**config.mk**
```make
export PLATFORM = sky130hd
export DESIGN_NAME = iot_event_serializer
export DESIGN_NICKNAME = d
export VERILOG_FILES = /design/src/rtl/iot_event_serializer.sv
export SDC_FILE = /design/constraint.sdc
export NUM_CORES = 1
export LEC_CHECK = 0
export CAP_MARGIN = 15
export CORE_ASPECT_RATIO = 0.5
export CORE_MARGIN = 5
export CORE_UTILIZATION = 58
export CTS_CLUSTER_DIAMETER = 40
export CTS_CLUSTER_SIZE = 16
export DETAILED_ROUTE_END_ITERATION = 8
export PLACE_DENSITY = 0.8
export REMOVE_ABC_BUFFERS = 1
export SYNTH_ARGS = -nofsm -noshare
export SYNTH_HDL_FRONTEND = slang
export SYNTH_SLANG_ARGS = --single-unit
```
**constraint.sdc**
```tcl
create_clock -name clk -period 5.1 [get_ports clk]
set_clock_uncertainty 0.2 [all_clocks]
set_input_delay 1.02 -clock clk [delete_from_list [all_inputs] [get_ports clk]]
set_output_delay 1.02 -clock clk [all_outputs]
set_load 0.05 [all_outputs]
```
**src/rtl/iot_event_serializer.sv**
```systemverilog
// iot_event_serializer: turns net per-device status transitions into one registered
// change/on_off/dev_id event per clock, arbitrated round-robin across devices.
module iot_event_serializer #(
   parameter int N_DEV = 8,
   parameter int ID_W  = 3
) (
   input  logic             clk,
   input  logic             rst,
   input  logic             en,
   input  logic [N_DEV-1:0] dev_active,
   output logic             change,
   output logic             on_off,
   output logic [ID_W-1:0]  dev_id,
   output logic             busy
);
   localparam int IW = ID_W + 1;

   logic [N_DEV-1:0] reported_q, reported_d, pending, sel_mask;
   logic [ID_W-1:0]  rr_q, rr_d, dev_id_q, dev_id_d, sel;
   logic [IW-1:0]    idx;
   logic             found, change_q, change_d, on_off_q, on_off_d, busy_q, busy_d;

   assign pending  = dev_active ^ reported_q;
   assign sel_mask = N_DEV'(1) << sel;

   // Scan starts at rr_q and wraps at N_DEV, so ids beyond N_DEV-1 are never visited
   always_comb begin
      sel   = '0;
      found = 1'b0;
      idx   = '0;
      for (int i = 0; i < N_DEV; i++) begin
         idx = {1'b0, rr_q} + IW'(i);
         idx = (idx >= IW'(N_DEV)) ? idx - IW'(N_DEV) : idx;
         if (!found && pending[idx[ID_W-1:0]]) begin
            sel   = idx[ID_W-1:0];
            found = 1'b1;
         end
      end
   end

   always_comb begin
      reported_d = reported_q;
      rr_d       = rr_q;
      change_d   = 1'b0;
      on_off_d   = on_off_q;
      dev_id_d   = dev_id_q;
      busy_d     = |pending;
      if (en) begin
         busy_d = |(pending & ~sel_mask);
         if (found) begin
            change_d   = 1'b1;
            on_off_d   = dev_active[sel];
            dev_id_d   = sel;
            reported_d = (reported_q & ~sel_mask) | (dev_active & sel_mask);
            rr_d       = (sel == ID_W'(N_DEV - 1)) ? '0 : sel + ID_W'(1);
         end
      end
   end

   always_ff @(posedge clk or posedge rst) begin
      if (rst) begin
         reported_q <= '0;
         rr_q       <= '0;
         change_q   <= 1'b0;
         on_off_q   <= 1'b0;
         dev_id_q   <= '0;
         busy_q     <= 1'b0;
      end else begin
         reported_q <= reported_d;
         rr_q       <= rr_d;
         change_q   <= change_d;
         on_off_q   <= on_off_d;
         dev_id_q   <= dev_id_d;
         busy_q     <= busy_d;
      end
   end

   assign change = change_q;
   assign on_off = on_off_q;
   assign dev_id = dev_id_q;
   assign busy   = busy_q;
endmodule

```
Fig. 1: run 1, the metal 3 layer
Drawn at 6 px/µm. Cells faint in the background.
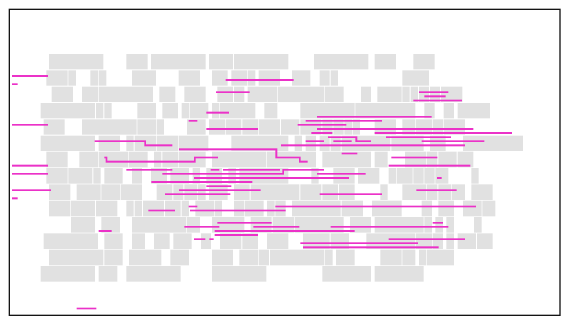
wire length on this layer: 636 µm
nets with wire on the layer: 53
main direction: horizontal
WL final: 5367 µm
M3 GR Usage: 5.672%

Fig. 2: run 1, wiring heat map
Drawn at 4 px/µm. The die is cut into 18 by 10 equal tiles; dark purple is low, yellow is high, scaled to the fullest tile. Values are wire area over tile area, all layers added.
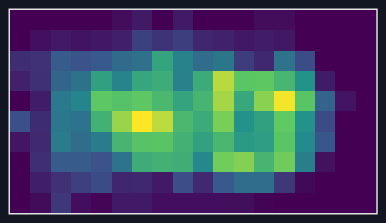
mean over tiles: 0.20
emptiest ninth of the die: upper right
nearly empty tiles: 24%
densest ninth of the die: centre
fullest tile: 0.70
GRT Total Usage: 24.81%
drt wl/cell: 20.96 µm
via count: 1745

Fig. 3: run 1, cells coloured by class
Drawn at 8 px/µm.
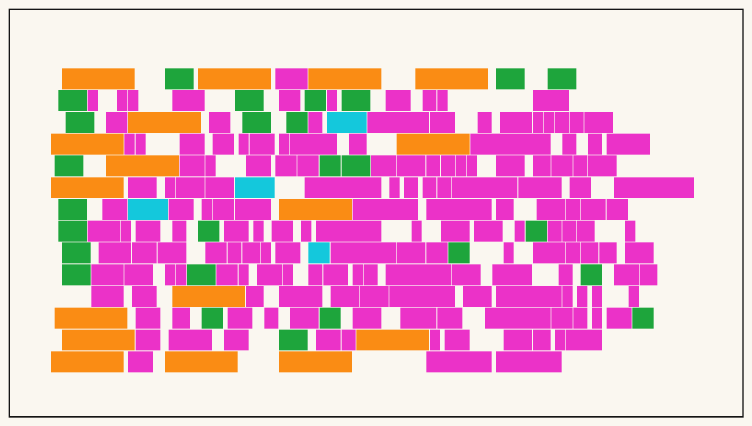
[orange] registers | cells: 17 | share of their area: 19%
[green] remaining buffers and delay cells | cells: 26 | share of their area: 11%
[cyan] clock drivers and dummy loads | cells: 4 | share of their area: 2.2%
[magenta] remaining logic cells | cells: 169 | share of their area: 67%

==> impl_metrics.tcl, run 1 <==
# place-and-route summary
set metrics [dict create \
    outcome "completed" \
    drtIter0Drc 186 \
    synth-main-ff-cell "dfrtp_1" \
    post_cts_buffers 0 \
    cp_max_fo 6 \
    dp.cells 252 \
    cts-root-buf "clkbuf_8" \
    core_um2 3100 \
    cts_max_level 1 \
    yosysSeqAreaShare_pct 22.06 \
    crit_buf_inv 1 \
    placed_cell_area_um2 2183 \
    ys_types 55 \
    cp-start-kind "input pin" \
    viasPerCell 6.816 \
    fp_util_pct 62.19 \
    hold_slack_ns 0.2807 \
    synth_cells 191 \
    cts.sinks 17 \
    setup_viol 0 \
    layout_top_cells "17 x mux2i_1, 17 x dfrtp_1, 16 x nor2_1, 16 x nand2_1, 16 x clkdlybuf4s50_1" \
    row_count 14 \
    rsz0062_at_grt "false" \
    gp_congestion 0.9330 \
    finalInstanceArea_um2 2232 \
    portBuffers 16 \
    fin_util_pct 71.99 \
    synthTopCellsByCount "17 x dfrtp_1, 17 x mux2i_1, 16 x nand2_1, 16 x nor2_1, 11 x mux4_2" \
    drtAntennaViolNets 0 \
    worstSkewPairLatency_ns 0.26 \
    warning_count 26 \
    top_cell_area_share_pct 22.06 \
    cp_data_required_time_ns 5.02 \
    die_y_um 50.77 \
]
==> run 1: logic make-up after synthesis <==
| logic type | after synthesis | share of synthesized area (%) |
|---|---|---|
| adders and majority gates | 3 | 1.947 |
| muxes | 40 | 29.40 |
| DFF | 17 | 22.06 |
| and+or+nand+nor | 61 | 17.20 |
| AOI/OAI and AO/OA | 40 | 17.91 |
| buffers and inverters | 11 | 2.855 |
| xor gates and xnor gates | 19 | 8.631 |
==> run 1: metal layers <==
| layer | track usage, % | part of all wire [%] |
|---|---|---|
| met1 | 35.05 | 42 |
| met2 | 38.69 | 44 |
| met3 | 5.672 | 12 |
| met4 | 6.250 | 1.8 |
| met5 | 0 | 0 |
==> run 1: final cells by class <==
class                           count  area [µm²]
Clock buffer                        3       41.29
Clock inverter                      1       7.507
Fill cell                         232       868.3
Inverter                            6       25.02
Multi-Input combinational cell    163        1448
Sequential cell                    17       425.4
Tap cell                           40       50.05
Timing Repair Buffer               26       235.2
==> run 1: path summary, 6_finish.rpt <==
| check | from | to | slack (ns) | cells after the start |
|---|---|---|---|---|
| worst max register to register | rr_q[0] | busy | 0.52 | 16 |
| max in group asynchronous | rst | rr_q[1] | 3.27 | 2 |
| min in group asynchronous | rst | dev_id[2] | 0.97 | 2 |
| worst min-delay path | dev_id[1] | dev_id[1] | 0.28 | 2 |
| worst max-delay path | dev_active[2] | busy | 0.21 | 14 |
| worst min register to register | dev_id[1] | dev_id[1] | 0.28 | 2 |
==> run 1: tightest hold or removal path, stage by stage (launching register included) <==
cell and delay (ns):
dfrtp_1 0.35, nand2_1 0.04, o21ai_0 0.06
==> run 1 -> run 2 <==
--- a/config.mk
+++ b/config.mk
@@ -10,7 +10,7 @@
 export CORE_MARGIN = 5
 export CORE_UTILIZATION = 58
 export CTS_CLUSTER_DIAMETER = 40
-export CTS_CLUSTER_SIZE = 16
+export CTS_CLUSTER_SIZE = 28
 export DETAILED_ROUTE_END_ITERATION = 8
 export PLACE_DENSITY = 0.8
 export REMOVE_ABC_BUFFERS = 1
Fig. 4: run 2, pin placement
Drawn at 6 px/µm. Pins as bars across the die edge, other pins in grey.
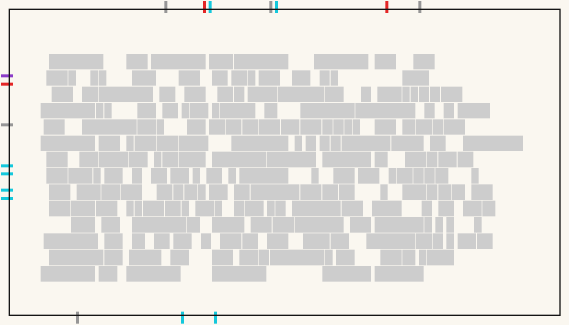
[red] dev_id | pins: 3 | direction: output | edge: 2 top, 1 left
[purple] rst | pins: 1 | direction: input | edge: left
[cyan] dev_active | pins: 8 | direction: input | edge: 4 left, 2 bottom, 2 top
all pins by edge: 7 top, 7 left, 3 bottom
port bufs: 16
Die Wd: 91.54 µm

==> run 2 against run 1 <==
  * Global-route usage stayed put
  * Critical path type unchanged
  * Critical path depth stayed put
  * Worst hold slack stayed put
  * Largest cell class unchanged
  * Design area stayed put
  * Die size stayed put
  * Register-to-register slack hardly changed
  * Highest routed layer unchanged
  * First-iteration DRC count stayed put
==> impl_metrics.tcl, run 2 <==
# place-and-route summary
set metrics [dict create \
    rsz0062_at_grt "false" \
    gp_congestion 0.9330 \
    yosysSeqAreaShare_pct 22.06 \
    cts-root-buf "clkbuf_8" \
    post_cts_buffers 0 \
    cp-start-kind "input pin" \
    cts_max_level 1 \
    fp_util_pct 62.19 \
    viasPerCell 6.816 \
    warning_count 26 \
    worstSkewPairLatency_ns 0.26 \
    placed_cell_area_um2 2183 \
    drtIter0Drc 186 \
    aoi_share_pct 17.91 \
    finalInstanceArea_um2 2232 \
    cp_data_required_time_ns 5.02 \
    row_count 14 \
    ys_sh_mux_pct 29.40 \
    setup_viol 0 \
    dp.cells 252 \
    hold_slack_ns 0.2807 \
    synth_cells 191 \
    fa_ha_area_share_pct 1.947 \
    outcome "completed" \
]
## run 2: cell counts in the layout (fill, tap and decap cells not counted)
No cell type changed its count.
## run 2: worst max-delay path, cell delays in order
cell	delay, ns
clkdlybuf4s50_1	0.57
xor2_1	0.21
mux4_2	0.55
mux2i_2	0.31
nor3b_2	0.30
nand2b_1	0.27
nor3_2	0.48
o21a_1	0.23
ha_1	0.20
o21ai_0	0.13
nor2_1	0.12
a22oi_1	0.12
o32ai_1	0.15
nand4_1	0.13
## run 2: per-stage QoR
| stage | setup WS [ns] | util [%] |
|---|---|---|
| floorplan | 0.9418 | - |
| global placement | 0.2561 | 70.42 |
| detailed placement | 0.05937 | 70.42 |
| CTS | 0.3028 | 71.99 |
| global route | 0.009345 | 71.99 |
| finish | 0.2067 | 71.99 |
## run 2: area by class of cell
type	instances	area [µm²]
clock inverter	1	7.507
inverter	6	25.02
fill	232	868.3
clock buffer	3	41.29
tap	40	50.05
sequential	17	425.4
multi-input combinational	163	1448
timing repair buffer	26	235.2
## run 2: layer usage
layer / GRT usage [%] / vias up / wire [µm]
met4: 6.250 / 0 / 98
li1: - / 780 / -
met2: 38.69 / 122 / 2355
met5: 0 / - / 0
met1: 35.05 / 829 / 2277
met3: 5.672 / 14 / 635
## run 2: final timing paths
check / startpoint / endpoint / slack, ns / cells after the start
worst min register to register: dev_id[1] / dev_id[1] / 0.28 / 2
worst max-delay path: dev_active[2] / busy / 0.21 / 14
worst min-delay path: dev_id[1] / dev_id[1] / 0.28 / 2
max in group asynchronous: rst / rr_q[1] / 3.27 / 2
min in group asynchronous: rst / dev_id[2] / 0.97 / 2
worst max register to register: rr_q[0] / busy / 0.52 / 16
Fig. 5: run 2, cells coloured by class
Drawn at 8 px/µm.
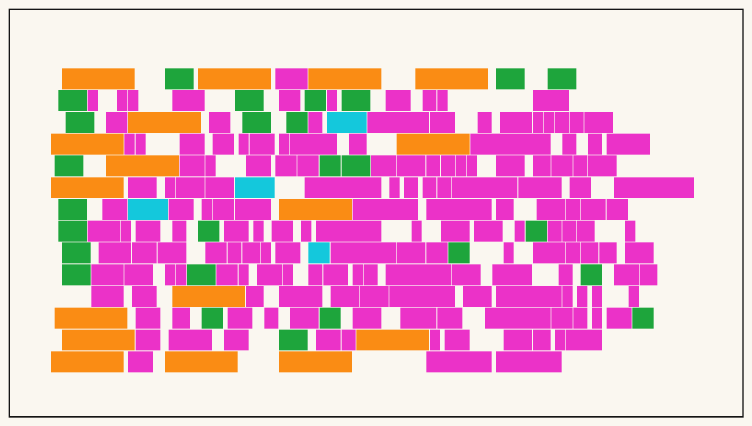

==> run 2 -> run 3 <==
--- a/config.mk
+++ b/config.mk
@@ -8,11 +8,13 @@
 export CAP_MARGIN = 15
 export CORE_ASPECT_RATIO = 0.5
 export CORE_MARGIN = 5
-export CORE_UTILIZATION = 58
+export CORE_UTILIZATION = 60
+export CTS_BUF_LIST = sky130_fd_sc_hd__clkbuf_4 sky130_fd_sc_hd__clkbuf_8
 export CTS_CLUSTER_DIAMETER = 40
 export CTS_CLUSTER_SIZE = 28
 export DETAILED_ROUTE_END_ITERATION = 8
-export PLACE_DENSITY = 0.8
+export GPL_ROUTABILITY_DRIVEN = 0
+export PLACE_DENSITY = 0.82
 export REMOVE_ABC_BUFFERS = 1
 export SYNTH_ARGS = -nofsm -noshare
 export SYNTH_HDL_FRONTEND = slang
Fig. 6: run 3, cells coloured by class
Drawn at 8 px/µm.
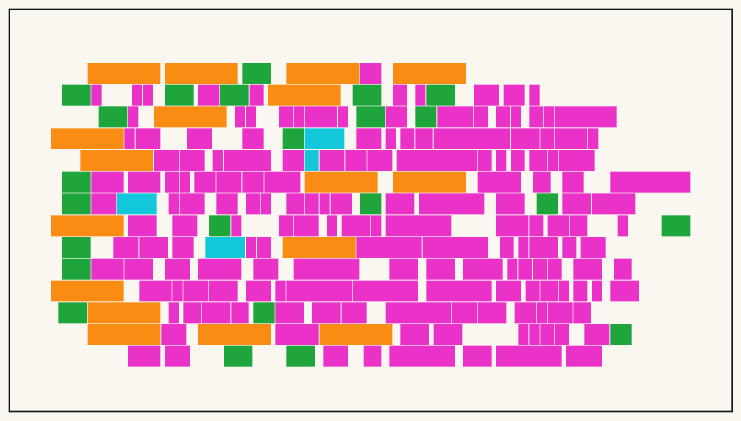
[orange] registers | cells: 17 | share of their area: 20%
[green] remaining buffers and delay cells | cells: 23 | share of their area: 9.9%
[magenta] remaining logic cells | cells: 169 | share of their area: 68%
[cyan] clock drivers and dummy loads | cells: 4 | share of their area: 2.1%

==> run 3 against run 2 <==
  * Sequential share of layout area up 0.22 points
  * Clock-buffer cell count unchanged
  * Wire length decreased by 8.8%
  * Worst hold slack got worse by 0.0063 ns
  * Synthesized cell count unchanged
  * Core utilization grew 0.42 points
  * Critical path type unchanged
  * Critical endpoint unchanged
==> impl_metrics.tcl, run 3 <==
# place-and-route summary
set metrics [dict create \
    drtIter0Drc 159 \
    nets 228 \
    slowest_stage "mux4_2" \
    rrSetupSlack_ns 0.34 \
    outcome "completed" \
    fillers 224 \
    cp-start-kind "input pin" \
    cp_data_required_time_ns 5.02 \
    rsz0062_at_grt "false" \
    yosysSeqAreaShare_pct 22.06 \
    crit_buf_inv 1 \
    finalInstanceArea_um2 2207 \
    cts_tree "yes" \
    cts_buffers 3 \
    setup_viol 0 \
    row_count 14 \
    max_stage_delay_ns 0.55 \
    fin_util_pct 72.41 \
    viasPerCell 6.874 \
    dp.cells 249 \
    post_cts_buffers 0 \
    fp_util_pct 63.26 \
    cts-root-buf "clkbuf_8" \
    portBuffers 16 \
    crit_chain "clkdlybuf4s50_1, xor2_1, mux4_2, mux2i_2, nor3b_2, nand2b_1, nor3_2, o21a_1, ha_1, o21ai_0, nor2_1, a22oi_1, o32ai_1, nand4_1" \
    worstSkewPairLatency_ns 0.26 \
    warning_count 26 \
    die_x_um 90.17 \
    placed_cell_area_um2 2161 \
    critPathTopFamily "simple AND/OR/NAND/NOR gates" \
    cts_max_level 1 \
]
-- run 3: logic make-up (layout without fill, tap and decap cells) --
group	after synthesis	in the layout	synth area share, %
flip-flops	17	17	22.06
multiplexers	40	40	29.40
AND-OR/OR-AND	40	40	17.91
buffers and inverters	11	33	2.855
AND/OR/NAND/NOR	61	61	17.20
XOR/XNOR	19	19	8.631
adder cells (fa/ha/maj)	3	3	1.947
-- run 3: metal layers --
| layer | GRT usage [%] | part of all wire (%) | vias to the layer above |
|---|---|---|---|
| met4 | 6.188 | 2.0 | 0 |
| li1 | - | - | 775 |
| met5 | 0 | 0 | - |
| met1 | 32.24 | 43 | 825 |
| met2 | 34.34 | 44 | 125 |
| met3 | 5.623 | 11 | 14 |
-- run 3: cell type report --
type / instances / area [µm²] / share of cell area, %
Clock inverter: 1 / 5.005 / 0.2268
Clock buffer: 3 / 41.29 / 1.871
Timing Repair Buffer: 23 / 212.7 / 9.637
Inverter: 6 / 25.02 / 1.134
Sequential cell: 17 / 425.4 / 19.27
Tap cell: 40 / 50.05 / 2.268
Multi-Input combinational cell: 163 / 1448 / 65.59
-- run 3: final timing paths --
kind	endpoint	cells past startpoint	start
max in group asynchronous	async pin	2	rst
max	busy	14	dev_active[7]
min reg2reg	on_off	2	on_off
max reg2reg	busy	16	rr_q[1]
min	on_off	2	on_off
min in group asynchronous	on_off	2	rst
-- run 3: per-stage QoR --
step | worst slack (ns) | hold WS [ns]
floorplan | 0.9418 | 0.3219
global placement | 0.2205 | 0.2615
detailed placement | 0.09360 | 0.2604
CTS | 0.3229 | 0.2816
global route | 0.05088 | 0.3286
finish | 0.2378 | 0.2744
